`src/rtl/logic_unit_pipe.sv`:
```
// rtl/logic_unit_pipe.sv - two-stage pipelined WIDTH-bit bitwise logic unit
//
// Purpose: eight selectable bitwise operations on a and b, with a
// valid/ready handshake on both sides, an equality flag, a parity flag and
// a completed-transaction counter. The result appears two edges after the
// beat is accepted.
//
// Optional feature: define LOGIC_UNIT_POPCNT_EN to add the popcnt output,
// which gives the number of 1s in y. It is registered together with y.
//
// Ports:
//   clk, rst_n           clock, asynchronous active-low reset
//   in_valid / in_ready  operand beat handshake (a, b, op)
//   out_valid/out_ready  result beat handshake (y, eq, parity[, popcnt])
//   txn_cnt              results consumed, wraps at 2^CNT_W

module logic_unit_pipe #(
    parameter int WIDTH = 8,
    parameter int CNT_W = 16
) (
    input  logic                         clk,
    input  logic                         rst_n,
    input  logic                         in_valid,
    output logic                         in_ready,
    input  logic [WIDTH-1:0]             a,
    input  logic [WIDTH-1:0]             b,
    input  logic [2:0]                   op,
    output logic                         out_valid,
    input  logic                         out_ready,
    output logic [WIDTH-1:0]             y,
    output logic                         eq,
    output logic                         parity,
`ifdef LOGIC_UNIT_POPCNT_EN
    output logic [$clog2(WIDTH+1)-1:0]   popcnt,
`endif
    output logic [CNT_W-1:0]             txn_cnt
);

    // Stage 1: captured operands
    logic             s1_valid_q, s1_valid_d;
    logic [WIDTH-1:0] s1_a_q, s1_b_q;
    logic [2:0]       s1_op_q;

    // Stage 2: computed result
    logic             s2_valid_q, s2_valid_d;
    logic [WIDTH-1:0] y_q, y_d;
    logic             eq_q, eq_d;
    logic             parity_q, parity_d;
    logic [CNT_W-1:0] cnt_q, cnt_d;

    logic s2_free, s1_adv, accept, consume;

    // S2 can take a new beat if it is empty or its beat leaves this edge,
    // which lets consume, S1->S2 move and a new accept share one edge.
    assign s2_free  = ~s2_valid_q | out_ready;
    assign s1_adv   = s1_valid_q & s2_free;
    assign in_ready = ~s1_valid_q | s2_free;
    assign accept   = in_valid & in_ready;
    assign consume  = s2_valid_q & out_ready;

    always_comb begin
        s1_valid_d = s1_valid_q;
        if (accept) begin
            s1_valid_d = 1'b1;
        end else if (s1_adv) begin
            s1_valid_d = 1'b0;
        end
    end

    always_comb begin
        s2_valid_d = s2_valid_q;
        if (s1_adv) begin
            s2_valid_d = 1'b1;
        end else if (out_ready) begin
            s2_valid_d = 1'b0;
        end
    end

    always_comb begin
        y_d = s1_a_q;
        unique case (s1_op_q)
            3'b000: y_d = s1_a_q & s1_b_q;
            3'b001: y_d = s1_a_q | s1_b_q;
            3'b010: y_d = s1_a_q ^ s1_b_q;
            3'b011: y_d = ~(s1_a_q ^ s1_b_q);
            3'b100: y_d = ~(s1_a_q & s1_b_q);
            3'b101: y_d = ~(s1_a_q | s1_b_q);
            3'b110: y_d = s1_a_q & ~s1_b_q;
            3'b111: y_d = s1_a_q;
            default: y_d = s1_a_q;
        endcase
        eq_d     = &(~(s1_a_q ^ s1_b_q));
        parity_d = ^y_d;
    end

    assign cnt_d = consume ? cnt_q + 1'b1 : cnt_q;

    always_ff @(posedge clk or negedge rst_n) begin
        if (!rst_n) begin
            s1_valid_q <= 1'b0;
            s1_a_q     <= '0;
            s1_b_q     <= '0;
            s1_op_q    <= '0;
            s2_valid_q <= 1'b0;
            y_q        <= '0;
            eq_q       <= 1'b0;
            parity_q   <= 1'b0;
            cnt_q      <= '0;
        end else begin
            s1_valid_q <= s1_valid_d;
            s2_valid_q <= s2_valid_d;
            cnt_q      <= cnt_d;
            if (accept) begin
                s1_a_q  <= a;
                s1_b_q  <= b;
                s1_op_q <= op;
            end
            if (s1_adv) begin
                y_q      <= y_d;
                eq_q     <= eq_d;
                parity_q <= parity_d;
            end
        end
    end

`ifdef LOGIC_UNIT_POPCNT_EN
    localparam int PC_W = $clog2(WIDTH + 1);
    logic [PC_W-1:0] popcnt_q, popcnt_d;

    always_comb begin
        popcnt_d = '0;
        for (int i = 0; i < WIDTH; i++) begin
            popcnt_d = popcnt_d + PC_W'(y_d[i]);
        end
    end

    always_ff @(posedge clk or negedge rst_n) begin
        if (!rst_n) begin
            popcnt_q <= '0;
        end else if (s1_adv) begin
            popcnt_q <= popcnt_d;
        end
    end

    assign popcnt = popcnt_q;
`endif

    assign out_valid = s2_valid_q;
    assign y         = y_q;
    assign eq        = eq_q;
    assign parity    = parity_q;
    assign txn_cnt   = cnt_q;

endmodule

```
`config.mk`:
```
export PLATFORM = sky130hd
export DESIGN_NAME = logic_unit_pipe
export DESIGN_NICKNAME = d
export VERILOG_FILES = /design/src/rtl/logic_unit_pipe.sv
export SDC_FILE = /design/constraint.sdc
export NUM_CORES = 1
export LEC_CHECK = 0
export CORE_MARGIN = 2
export CORE_UTILIZATION = 50
export CTS_BUF_LIST = sky130_fd_sc_hd__clkbuf_4 sky130_fd_sc_hd__clkbuf_8
export DETAILED_ROUTE_END_ITERATION = 16
export GPL_TIMING_DRIVEN = 0
export PLACE_DENSITY = 0.8
export RECOVER_POWER = 100
export SETUP_SLACK_MARGIN = 0.3
export SYNTH_ARGS = -nofsm -noshare
export SYNTH_HDL_FRONTEND = slang
export SYNTH_SLANG_ARGS = --single-unit
```
`constraint.sdc`:
```
create_clock -name clk -period 4.12 [get_ports clk]
set_input_delay 0.618 -clock clk [delete_from_list [all_inputs] [get_ports clk]]
set_output_delay 0.618 -clock clk [all_outputs]
set_load 0.01 [all_outputs]
```
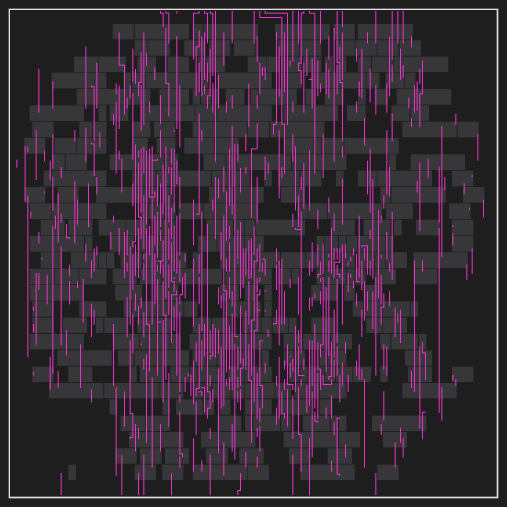
run_1/layer_met2.png
(6 px per um) Cells faint in the background.
share of all routed wire: 49%
main direction: vertical
wire length on this layer: 3100 um
longest straight run: 32.0 um
GR Util met2: 0.327
vias after detailed routing: 2306
total wire length: 6.34 mm

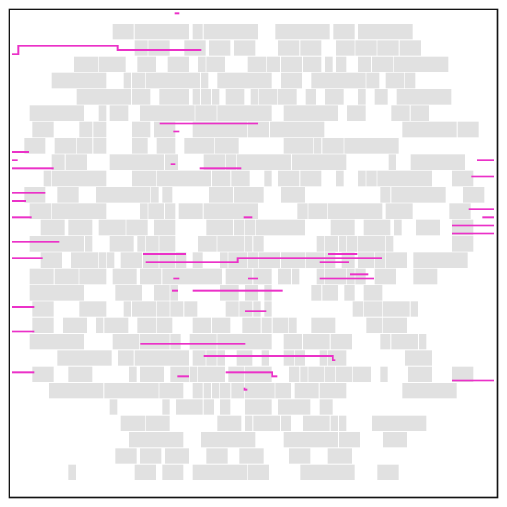
run_1/layer_met3.png
(6 px per um) Cells faint in the background.
main direction: horizontal
nets with wire on the layer: 34
longest straight run: 23.9 um
GR met3 Demand/Resource: 0.0411

==> impl_metrics.py, run 1 <==
# Synthesis and PnR figures
metrics = {
    "status": {
        "outcome": "complete, but fails checks",
        "violations": "capacitance limit, slew limit",
    },
    "clocking": {
        "numCtsBuffers": 5,
        "clkLatencyLatePin_ps": 300,
        "htreeDepth": 2,
        "postCtsSetupRepairBufs": 0,
        "cts_tree": "done",
        "post_cts_resized": 0,
        "postCtsHoldBufs": 0,
    },
    "power": {
        "sequentialPower_mw": 0.641,
        "finalPower_mw": 1.69,
        "p_seq_frac": 0.380,
        "comb_cell_power_mw": 0.741,
        "p_clk_frac": 0.181,
        "p_sw_mw": 0.609,
        "maxPowerGroup": "combinational cells",
    },
    "logic_synthesis": {
        "ys_sh_mux": 0.131,
        "synth_top_cell_by_count": "dfrtp_1",
        "syn_inst": 281,
        "ys.flop_type": "dfrtp_1",
        "ys_sh_simple": 0.108,
        "synthArstFlopShare": 1.00,
        "ys_seq_share": 0.395,
        "synthTopCellsByCount": "dfrtp_1 (47), mux2_2 (28), ha_1 (25), inv_1 (20), nand2_1 (17)",
        "yosysCellCount": 281,
        "ys_sh_xor": 0.0694,
        "ys_area_sq_mm": 0.00297,
        "fa_ha_area_frac": 0.105,
        "fp_nets": 329,
        "top_logic_kind": "AND-OR/OR-AND gates",
        "ys_ff": 47,
    },
    "drt": {
        "wl_met1_mm": 2.86,
        "vias_per_cell": 5.56,
        "topRoutingLayerUsed": "met4",
        "wl_per_cell_um": 15.3,
        "drt_pass1_iterations": 4,
        "postRouteAntennaNets": 0,
    },
    "finish": {
        "layout.nonclk_buf_frac": 0.161,
        "diodes": 0,
        "clock_buffers": 6,
        "comb.multi_input.count": 200,
        "comb_share": 0.444,
        "final_layout_size_suffix_gt1_frac": 0.150,
        "final_cell_area_sq_mm": 0.00366,
        "sh_seq_area": 0.321,
        "regArea_sq_mm": 0.00118,
        "largest_register_ffs": 16,
        "buffers_excl_clock": 64,
        "final_util": 0.626,
    },
    "worst_setup_path": {
        "timing.rr.start": "s1_a_q[3]$_DFFE_PN0P_",
        "cpPeakStageDelay_ps": 500,
        "path_cells": "inv_1, ha_1, xor2_1, o32ai_4, a2111oi_0, o32a_1, a21oi_1, xnor2_1, xnor2_1, o21ai_1",
        "crit_type": "flip-flop to flip-flop",
        "critPathRequiredTime_ps": 4310,
        "rr_worst_depth": 10,
    },
    "placed_design": {
        "postPlaceCellArea_sq_mm": 0.00358,
        "dp.cells": 407,
    },
    "timing": {
        "finalCritPeriodShare": 0.636,
        "final_hold_viol_count": 0,
        "worst_clock_skew_ps": 6.59,
        "slew_headroom": -0.287,
        "slew_viol_final": 38,
        "finalWorstSetupSlack_ps": 1500,
        "holdWs_ps": 293,
        "rsz0062_at_grt": "false",
        "final.min_clock_period_ps": 2620,
    },
    "grt": {
        "grt_overflow": 0,
        "first_global_vias": 2242,
        "grt_pass1_wl_mm": 10.5,
        "use_met1": 0.277,
    },
    "flow_run": {
        "drv_cap": 1,
    },
}
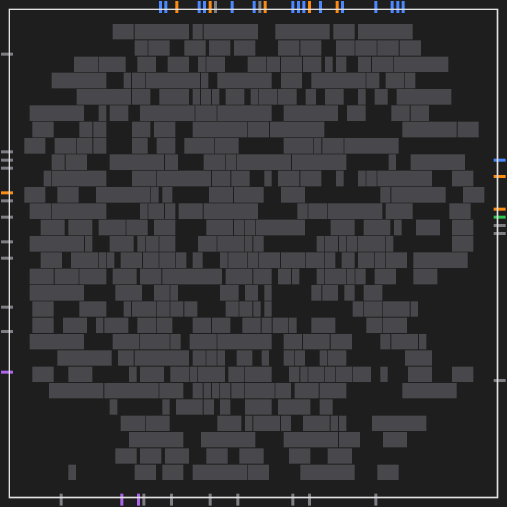
run_1/io_placement.png
(6 px per um) Pins as bars across the die edge, other pins in grey.
legend:
  orange:
    port: y
    pins: 8
    direction: output
    edge: 5 top, 2 right, 1 left
  green:
    port: eq
    pins: 1
    direction: output
    edge: right
  purple:
    port: op
    pins: 3
    direction: input
    edge: 2 bottom, 1 left
  blue:
    port: txn_cnt
    pins: 16
    direction: output
    edge: 15 top, 1 right
all pins by edge: 22 top, 12 left, 10 bottom, 7 right
PortBufs: 50
die width: 81.1 um
Die Y: 81.1 um

==> run 2: changes to the inputs <==
--- a/config.mk
+++ b/config.mk
@@ -10,7 +10,7 @@
 export CTS_BUF_LIST = sky130_fd_sc_hd__clkbuf_4 sky130_fd_sc_hd__clkbuf_8
 export DETAILED_ROUTE_END_ITERATION = 16
 export GPL_TIMING_DRIVEN = 0
-export PLACE_DENSITY = 0.8
+export PLACE_DENSITY = 0.83
 export RECOVER_POWER = 100
 export SETUP_SLACK_MARGIN = 0.3
 export SYNTH_ARGS = -nofsm -noshare
==> constraint.sdc (replaced) <==
create_clock -name clk -period 2.25 [get_ports clk]
set_input_delay 0.3375 -clock clk [delete_from_list [all_inputs] [get_ports clk]]
set_output_delay 0.3375 -clock clk [all_outputs]
set_load 0.01 [all_outputs]
==> impl_metrics.py, run 2 <==
# Synthesis and PnR figures
metrics = {
    "timing": {
        "finalWorstSetupSlack_ps": -11.2,
        "holdWs_ps": 467,
        "slew_viol_final": 0,
        "worstMarginPinSlew_ps": 819,
        "final_hold_viol_count": 0,
        "slew_headroom": 0.454,
        "worst_clock_skew_ps": 7.77,
        "final.min_clock_period_ps": 2260,
        "rsz0062_at_grt": "true",
        "finalCritPeriodShare": 1.00,
        "setup_violations": 1,
    },
    "grt": {
        "grt_overflow": 0,
        "grt_max_degree": 35,
        "first_global_vias": 2255,
        "met2_usage": 0.358,
        "antenna_found_initial": 0,
        "grt_pass1_wl_mm": 10.7,
        "use_met3": 0.0411,
    },
    "power": {
        "pwr-share-comb": 0.467,
        "maxPowerGroup": "combinational cells",
        "ir_drop_mv": 0.461,
        "leakagePower_nw": 1.72,
        "finalPower_mw": 3.14,
        "p_seq_frac": 0.372,
        "switching_share": 0.366,
        "clk-power_mw": 0.506,
        "p_sw_mw": 1.15,
        "comb_cell_power_mw": 1.47,
        "sequentialPower_mw": 1.17,
        "p_clk_frac": 0.161,
    },
    "finish": {
        "final-clk-cell-share": 0.0219,
        "final_cell_area_sq_mm": 0.00377,
        "clock_buffers": 5,
        "comb.multi_input.count": 200,
        "layout.nonclk_buf_frac": 0.166,
        "flops": 47,
        "largest_register_ffs": 16,
        "sh_seq_area": 0.312,
        "final_layout_size_suffix_gt1_frac": 0.201,
        "diodes": 0,
        "regArea_sq_mm": 0.00118,
        "logic_area_sq_mm": 0.00172,
        "nFillCells": 470,
        "buffers_excl_clock": 68,
        "comb_share": 0.455,
        "largest_class": "multi-input combinational cells",
        "inverters": 21,
        "final_util": 0.645,
        "lay_top_count": "dfrtp_1",
        "final_cell_mix": "dfrtp_1 (47), dlygate4sd3_1 (30), mux2_2 (28)",
    },
    "placed_design": {
        "dp.cells": 407,
        "postPlaceCellArea_sq_mm": 0.00362,
        "post-place-ws_ps": -243,
        "place_congestion": 0.911,
        "io_buffers": 50,
    },
    "flow_run": {
        "drv_cap": 0,
        "tool_warnings": 45,
    },
    "worst_setup_path": {
        "critPathRequiredTime_ps": 2430,
        "cpPeakStageDelay_ps": 430,
        "path_cells": "inv_1, ha_1, nor2_1, a22o_1, a221o_1, xor2_1, xnor2_1, xnor2_1, o21ai_1",
        "rr_worst_depth": 9,
        "crit_end": "parity$_DFFE_PN0P_",
        "critPathArrivalTime_ps": 2440,
        "cp_top_family": "AND-OR/OR-AND gates",
        "timing.rr.start": "s1_a_q[6]$_DFFE_PN0P_",
        "critPathSlowestCell": "dfrtp_1",
        "setup.worst_path.end_class": "flip-flop",
        "reg2reg_to": "parity$_DFFE_PN0P_",
        "crit_type": "flip-flop to flip-flop",
    },
    "logic_synthesis": {
        "ys_types": 51,
        "synthAoiAreaFrac": 0.133,
        "ys_area_sq_mm": 0.00297,
        "fp_nets": 329,
        "ys_sh_simple": 0.108,
        "synthArstFlopShare": 1.00,
        "syn_inst": 281,
        "synthTopCellsByCount": "dfrtp_1 (47), mux2_2 (28), ha_1 (25), inv_1 (20), nand2_1 (17)",
        "ys_seq_share": 0.395,
        "ys_sh_mux": 0.131,
        "top_logic_kind": "AND-OR/OR-AND gates",
        "synth_top_cell_by_count": "dfrtp_1",
        "edf_count": 0,
        "ys_ff": 47,
        "top_cells_by_area": "dfrtp_1 (40%), mux2_2 (11%), ha_1 (11%)",
        "ys.flop_type": "dfrtp_1",
        "yosysWarnings": 0,
        "ys_sh_xor": 0.0694,
        "yosysCellCount": 281,
        "fa_ha_area_frac": 0.105,
    },
    "die": {
        "initCoreUtil": 0.508,
        "tap_cells": 75,
        "chipHeight_um": 81.1,
        "io_pins": 51,
        "die-area_sq_mm": 0.00658,
        "core_sq_mm": 0.00585,
        "die_x_um": 81.1,
    },
    "min_path": {
        "hp-class": "flip-flop to flip-flop",
        "hold_depth": 1,
        "hold-path-endpoint": "txn_cnt[15]$_DFFE_PN0P_",
    },
    "drt": {
        "drt_pass1_iterations": 6,
        "wl_met1_mm": 2.94,
        "vias_per_cell": 5.54,
        "drt-total-wl_mm": 6.53,
        "route.met3.wl_um": 191,
        "initialDrtViolationCount": 146,
        "vias": 2314,
        "postRouteAntennaNets": 0,
        "topRoutingLayerUsed": "met4",
        "drc": 0,
        "wl_per_cell_um": 15.6,
    },
    "clocking": {
        "htreeDepth": 2,
        "cts_tree": "done",
        "clkLatencyLatePin_ps": 310,
        "cts_sinks": 47,
        "postCtsHoldBufs": 1,
        "clock_path_buffers": 2,
        "postCtsSetupRepairBufs": 1,
        "numCtsBuffers": 5,
        "post_cts_resized": 5,
        "root_buffer": "clkbuf_8",
    },
    "status": {
        "outcome": "complete, but fails checks",
        "violations": "setup timing",
    },
}
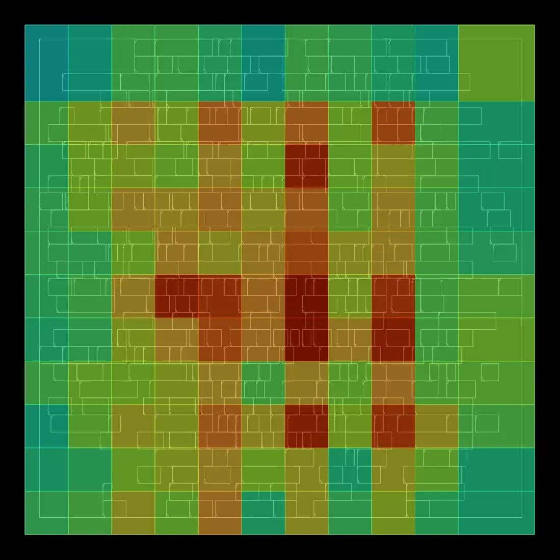
run_2/congestion.png
gr usage total: 0.213
GR Util met1: 0.275
Most Crowded Layer GR: met2

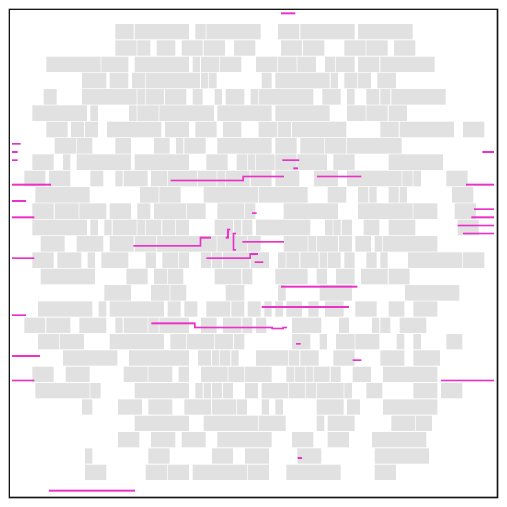
run_2/layer_met3.png
(6 px per um) Cells faint in the background.
nets with wire on the layer: 28
longest straight run: 14.3 um

==> run 3: changes to the inputs <==
--- a/config.mk
+++ b/config.mk
@@ -7,7 +7,7 @@
 export LEC_CHECK = 0
 export CORE_MARGIN = 2
 export CORE_UTILIZATION = 50
-export CTS_BUF_LIST = sky130_fd_sc_hd__clkbuf_4 sky130_fd_sc_hd__clkbuf_8
+export CTS_BUF_LIST = sky130_fd_sc_hd__clkbuf_8
 export DETAILED_ROUTE_END_ITERATION = 16
 export GPL_TIMING_DRIVEN = 0
 export PLACE_DENSITY = 0.83
==> impl_metrics.py, run 3 <==
# Synthesis and PnR figures
metrics = {
    "finish": {
        "flops": 47,
        "logic_area_sq_mm": 0.00172,
        "inverters": 21,
        "largest_register_ffs": 16,
        "diodes": 0,
        "final_cell_area_sq_mm": 0.00377,
        "largest_class": "multi-input combinational cells",
        "comb.multi_input.count": 200,
        "buffers_excl_clock": 68,
        "final_layout_size_suffix_gt1_frac": 0.201,
        "final-clk-cell-share": 0.0219,
        "regArea_sq_mm": 0.00118,
        "sh_seq_area": 0.312,
        "lay_top_count": "dfrtp_1",
        "final_cell_mix": "dfrtp_1 (47), dlygate4sd3_1 (30), mux2_2 (28)",
    },
    "grt": {
        "grt_overflow": 0,
        "use_met3": 0.0411,
        "use_met1": 0.275,
        "antenna_found_initial": 0,
        "first_global_vias": 2255,
        "grt_use_total": 0.213,
        "grt_pass1_wl_mm": 10.7,
    },
    "status": {
        "violations": "setup timing",
        "outcome": "complete, but fails checks",
    },
    "timing": {
        "finalWorstSetupSlack_ps": -11.2,
        "holdWs_ps": 467,
        "finalCritPeriodShare": 1.00,
        "rsz0062_at_grt": "true",
        "setup_violations": 1,
        "slew_headroom": 0.454,
    },
    "logic_synthesis": {
        "ys.flop_type": "dfrtp_1",
        "fa_ha_area_frac": 0.105,
        "ys_sh_simple": 0.108,
        "top_logic_kind": "AND-OR/OR-AND gates",
        "ys_types": 51,
        "ys_sh_mux": 0.131,
        "edf_count": 0,
        "yosysWarnings": 0,
        "ys_ff": 47,
        "fp_nets": 329,
        "ys_sh_xor": 0.0694,
        "synthTopCellsByCount": "dfrtp_1 (47), mux2_2 (28), ha_1 (25), inv_1 (20), nand2_1 (17)",
        "yosysCellCount": 281,
        "ys_area_sq_mm": 0.00297,
        "ys_seq_share": 0.395,
        "syn_inst": 281,
        "synth_top_cell_by_count": "dfrtp_1",
    },
    "worst_setup_path": {
        "critPathArrivalTime_ps": 2440,
        "timing.rr.start": "s1_a_q[6]$_DFFE_PN0P_",
        "cpPeakStageDelay_ps": 430,
        "critPathSlowestCell": "dfrtp_1",
        "rr_worst_depth": 9,
        "setup.worst_path.end_class": "flip-flop",
        "critPathRequiredTime_ps": 2430,
        "crit_end": "parity$_DFFE_PN0P_",
        "cp_top_family": "AND-OR/OR-AND gates",
        "reg2reg_to": "parity$_DFFE_PN0P_",
    },
    "clocking": {
        "postCtsHoldBufs": 1,
        "cts_sinks": 47,
        "numCtsBuffers": 5,
        "clock_path_buffers": 2,
        "clkLatencyLatePin_ps": 310,
        "htreeDepth": 2,
        "postCtsSetupRepairBufs": 1,
        "cts_tree": "done",
        "post_cts_resized": 5,
    },
    "drt": {
        "postRouteAntennaNets": 0,
        "topRoutingLayerUsed": "met4",
        "vias": 2314,
        "drt-total-wl_mm": 6.53,
        "vias_per_cell": 5.54,
        "wl_met1_mm": 2.94,
        "initialDrtViolationCount": 146,
        "drt_pass1_iterations": 6,
        "route.met3.wl_um": 191,
    },
    "min_path": {
        "hold_depth": 1,
        "hold-path-endpoint": "txn_cnt[15]$_DFFE_PN0P_",
        "hp-class": "flip-flop to flip-flop",
    },
    "die": {
        "initCoreUtil": 0.508,
        "core_sq_mm": 0.00585,
        "die-area_sq_mm": 0.00658,
        "io_pins": 51,
        "die_x_um": 81.1,
        "tap_cells": 75,
    },
    "power": {
        "leakagePower_nw": 1.72,
        "pwr-share-comb": 0.467,
        "finalPower_mw": 3.14,
        "p_seq_frac": 0.372,
        "comb_cell_power_mw": 1.47,
        "p_clk_frac": 0.161,
        "p_sw_mw": 1.15,
        "clk-power_mw": 0.506,
        "switching_share": 0.366,
    },
    "placed_design": {
        "post-place-ws_ps": -243,
        "postPlaceCellArea_sq_mm": 0.00362,
        "io_buffers": 50,
        "place_congestion": 0.911,
        "dp.cells": 407,
    },
    "flow_run": {
        "tool_warnings": 45,
    },
}
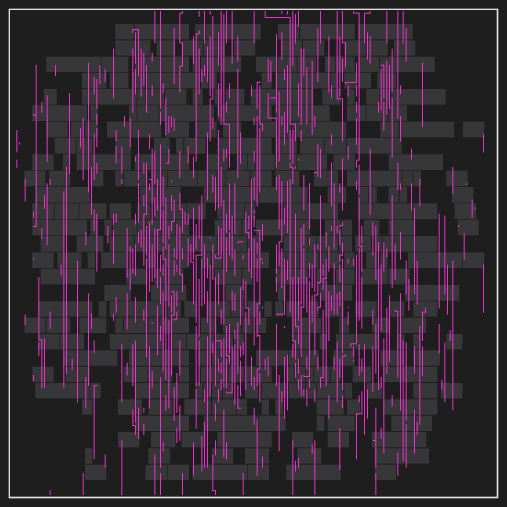
run_3/layer_met2.png
(6 px per um) Cells faint in the background.
wire length on this layer: 3250 um
longest straight run: 34.3 um
share of all routed wire: 50%

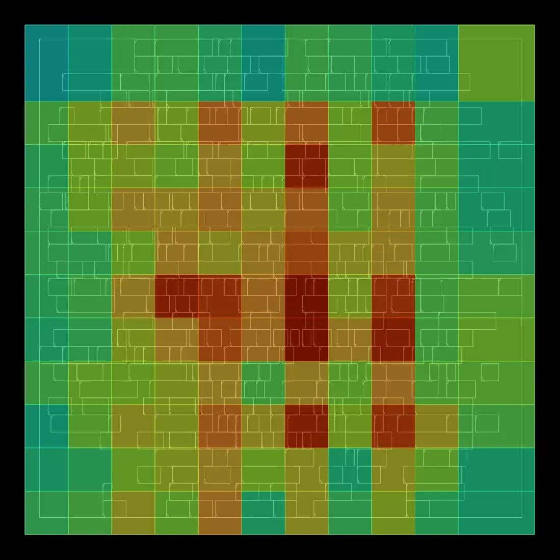
run_3/congestion.png
Routed WL per cell: 15.6 um
GR Util met2: 0.358

Power is estimated from default activity; no workload was simulated.
